<file path="src/rtl/key_pkg.sv">
// Shared definitions for the multi-key front end: counter mode encodings and a
// constant-width helper used to size the debounce and hold counters.
package key_pkg;

    localparam int MODE_PRESS_CNT  = 0;
    localparam int MODE_SHORT_LONG = 1;

    function automatic int clog2(input int value);
        int result;
        int rem;
        result = 0;
        rem    = value - 1;
        while (rem > 0) begin
            result = result + 1;
            rem    = rem >> 1;
        end
        return result;
    endfunction

endpackage

</file>
<file path="src/rtl/key_chan.sv">
// One key channel: 2-flop synchroniser, debounce, hold timing, event pulses and
// a wrapping per-key counter. Input is already normalised so 1 means pressed.
module key_chan
    import key_pkg::*;
#(
    parameter int DEB_CYCLES  = 20000,
    parameter int LONG_CYCLES = 1500000,
    parameter int CNT_W       = 2,
    parameter int MODE        = MODE_PRESS_CNT
) (
    input  logic             clk,
    input  logic             rst,
    input  logic             pressed,
    input  logic             cnt_clr,
    output logic             key_down,
    output logic             press_pulse,
    output logic             release_pulse,
    output logic             short_pulse,
    output logic             long_pulse,
    output logic [CNT_W-1:0] cnt
);

    localparam int DEB_W  = clog2(DEB_CYCLES);
    localparam int HOLD_W = clog2(LONG_CYCLES + 1);
    localparam logic [DEB_W-1:0]  DEB_MAX   = DEB_W'(DEB_CYCLES - 1);
    localparam logic [HOLD_W-1:0] HOLD_MAX  = HOLD_W'(LONG_CYCLES);
    localparam logic [HOLD_W-1:0] HOLD_LAST = HOLD_W'(LONG_CYCLES - 1);

    logic              sync1;
    logic              sync2;
    logic [DEB_W-1:0]  deb_cnt;
    logic              down_q;
    logic [HOLD_W-1:0] hold_cnt;
    logic              long_flag;
    logic              rise;
    logic              fall;
    logic              long_hit;

    // Edges are taken against the previous debounced level, so every pulse
    // and counter update lands one cycle after key_down changes.
    assign rise     = key_down & ~down_q;
    assign fall     = ~key_down & down_q;
    assign long_hit = key_down & down_q & (hold_cnt == HOLD_LAST);

    always_ff @(posedge clk) begin
        if (rst) begin
            sync1         <= 1'b0;
            sync2         <= 1'b0;
            deb_cnt       <= '0;
            key_down      <= 1'b0;
            down_q        <= 1'b0;
            hold_cnt      <= '0;
            long_flag     <= 1'b0;
            press_pulse   <= 1'b0;
            release_pulse <= 1'b0;
            short_pulse   <= 1'b0;
            long_pulse    <= 1'b0;
            cnt           <= '0;
        end else begin
            sync1 <= pressed;
            sync2 <= sync1;

            if (sync2 != key_down) begin
                if (deb_cnt == DEB_MAX) begin
                    key_down <= ~key_down;
                    deb_cnt  <= '0;
                end else begin
                    deb_cnt <= deb_cnt + 1'b1;
                end
            end else begin
                deb_cnt <= '0;
            end

            down_q        <= key_down;
            press_pulse   <= rise;
            release_pulse <= fall;
            short_pulse   <= fall & ~long_flag;
            long_pulse    <= long_hit;

            // Hold counter saturates so long_pulse fires only once per hold.
            if (rise) begin
                hold_cnt <= '0;
            end else if (key_down) begin
                if (hold_cnt != HOLD_MAX) begin
                    hold_cnt <= hold_cnt + 1'b1;
                end
            end else begin
                hold_cnt <= '0;
            end

            if (long_hit) begin
                long_flag <= 1'b1;
            end else if (fall) begin
                long_flag <= 1'b0;
            end

            if (cnt_clr) begin
                cnt <= '0;
            end else if (MODE == MODE_PRESS_CNT) begin
                if (rise) begin
                    cnt <= cnt + 1'b1;
                end
            end else begin
                if (fall && !long_flag) begin
                    cnt <= cnt + 1'b1;
                end else if (long_hit) begin
                    cnt <= cnt - 1'b1;
                end
            end
        end
    end

endmodule

</file>
<file path="src/rtl/key_multi_ctl.sv">
// Multi-key front end: normalises pin polarity and fans the key bus out to one
// key_chan per key, packing each channel's counter into the cnt bus.
module key_multi_ctl
    import key_pkg::*;
#(
    parameter int KEY_NUM     = 4,
    parameter int ACTIVE_LOW  = 1,
    parameter int DEB_CYCLES  = 20000,
    parameter int LONG_CYCLES = 1500000,
    parameter int CNT_W       = 2,
    parameter int MODE        = MODE_PRESS_CNT
) (
    input  logic                     clk,
    input  logic                     rst,
    input  logic [KEY_NUM-1:0]       key,
    input  logic [KEY_NUM-1:0]       cnt_clr,
    output logic [KEY_NUM-1:0]       key_down,
    output logic [KEY_NUM-1:0]       press_pulse,
    output logic [KEY_NUM-1:0]       release_pulse,
    output logic [KEY_NUM-1:0]       short_pulse,
    output logic [KEY_NUM-1:0]       long_pulse,
    output logic [KEY_NUM*CNT_W-1:0] cnt
);

    logic [KEY_NUM-1:0] pressed;

    assign pressed = (ACTIVE_LOW != 0) ? ~key : key;

    for (genvar i = 0; i < KEY_NUM; i++) begin : g_chan
        key_chan #(
            .DEB_CYCLES (DEB_CYCLES),
            .LONG_CYCLES(LONG_CYCLES),
            .CNT_W      (CNT_W),
            .MODE       (MODE)
        ) u_chan (
            .clk          (clk),
            .rst          (rst),
            .pressed      (pressed[i]),
            .cnt_clr      (cnt_clr[i]),
            .key_down     (key_down[i]),
            .press_pulse  (press_pulse[i]),
            .release_pulse(release_pulse[i]),
            .short_pulse  (short_pulse[i]),
            .long_pulse   (long_pulse[i]),
            .cnt          (cnt[i*CNT_W +: CNT_W])
        );
    end

endmodule

</file>
<file path="config.mk">
export PLATFORM = sky130hd
export DESIGN_NAME = key_multi_ctl
export DESIGN_NICKNAME = d
export VERILOG_FILES = /design/src/rtl/key_pkg.sv /design/src/rtl/key_chan.sv /design/src/rtl/key_multi_ctl.sv
export SDC_FILE = /design/constraint.sdc
export NUM_CORES = 1
export LEC_CHECK = 0
export CORE_MARGIN = 2
export CORE_UTILIZATION = 58
export CTS_BUF_LIST = sky130_fd_sc_hd__clkbuf_2 sky130_fd_sc_hd__clkbuf_4 sky130_fd_sc_hd__clkbuf_8
export DETAILED_ROUTE_END_ITERATION = 10
export GPL_TIMING_DRIVEN = 0
export PLACE_DENSITY = 0.77
export SYNTH_ARGS = -nofsm -noshare
export SYNTH_HDL_FRONTEND = slang
export SYNTH_SLANG_ARGS = --single-unit
</file>
<file path="constraint.sdc">
create_clock -name clk -period 2.8 [get_ports clk]
set_input_delay 0.84 -clock clk [delete_from_list [all_inputs] [get_ports clk]]
set_output_delay 0.84 -clock clk [all_outputs]
set_load 0.03 [all_outputs]
</file>
metal_density.png
Bar = 20 um. The die is cut into 25 by 25 equal tiles; black is low, pale yellow is high, scaled to the fullest tile. Values are wire area over tile area, all layers added.
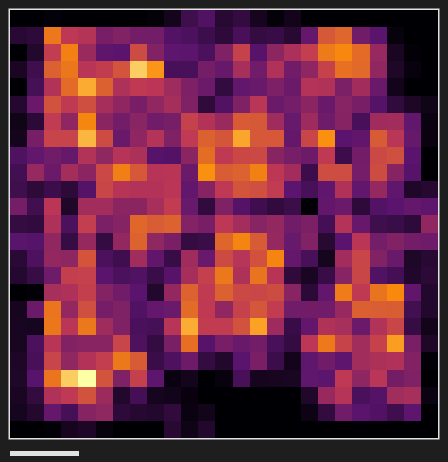
densest ninth of the die: center
nearly empty tiles: 11%
mean over tiles: 0.16
tiles over half the peak: 22%
emptiest ninth of the die: south
fullest tile: 0.50
routed wire length: 15500 um
average wire per standard cell: 12.9 um
global-route total usage across every layer: 21.4%

==> out/results.tsv <==
metric	value	unit
cts.repair.resized	0	
drc_errors	0	
timing.reg2reg.worst_path_depth	5	
min-delay-path-class	flop to flop	
htreeDepth	4	
yosysTopAreaCell	sky130_fd_sc_hd__dfxtp_1	
critical_path.cell_chain	buf_4, clkdlybuf4s50_1	
critical_path.max_stage_delay	680	ps
final-max-slew-violation-count	0	
grt_first_pass_wirelength	26400	um
synth.yosys.chip_area	8300	sq um
largest_register_ff_count	84	
final_cell_area	9350	sq um
crit_path_end	key_down[0]	
synth.comb.largest_family	simple AND/OR/NAND/NOR gates	
post_synth_main_area_contributors	sky130_fd_sc_hd__dfxtp_1 (45%), sky130_fd_sc_hd__xnor2_1 (8.1%), sky130_fd_sc_hd__nor2_1 (5.6%), sky130_fd_sc_hd__nand3_1 (3.0%), sky130_fd_sc_hd__xor2_1 (3.0%)	
wl_met1	7600	um
floorplan.core_util	59.5	%
status	finished clean	
critical_path.startpoint	g_chan[0].u_chan.key_down	
design.core.area	13900	sq um
cell_density.png
Bar = 20 um. The die is cut into 12 by 12 equal tiles; black is low, pale yellow is high, 0 to 100% covered.
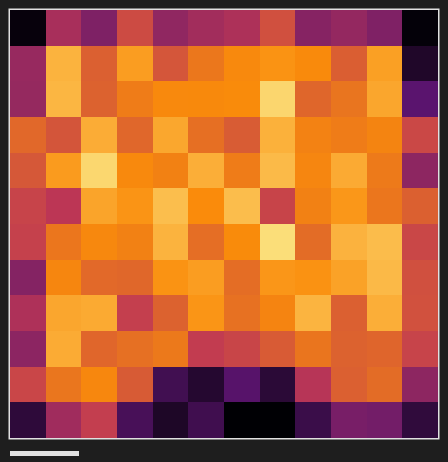
tiles over 75% full: 25%
fullest tile: 93%
densest ninth of the die: center
mean over tiles: 60%
nearly empty tiles: 2.8%

-- layout by cell type (no fill, tap or decap), drive strengths merged, types with 4 or more instances in the layout --
cell	count
a21oi	36
and3	7
and4	8
buf	29
bufinv	4
clkbuf	43
clkdlybuf4s50	37
dfxtp	188
ha	12
inv	39
mux2i	8
nand2	58
nand2b	11
nand3	51
nand4	33
nor2	124
nor2b	17
nor3	43
nor4	36
o21ai	25
o31ai	10
or2	4
or3	24
or4	24
or4b	9
xnor2	77
xor2	28
-- power breakdown --
| part | leakage, nW | internal [mW] | switching [mW] |
|---|---|---|---|
| registers | 1.52 | 2.68 | 0.00382 |
| logic | 1.06 | 0.0189 | 0.0247 |
| clock network | 0.225 | 1.08 | 0.919 |
| total | 2.80 | 3.77 | 0.947 |
No activity file was given, so power comes from the tool's default toggle rates.
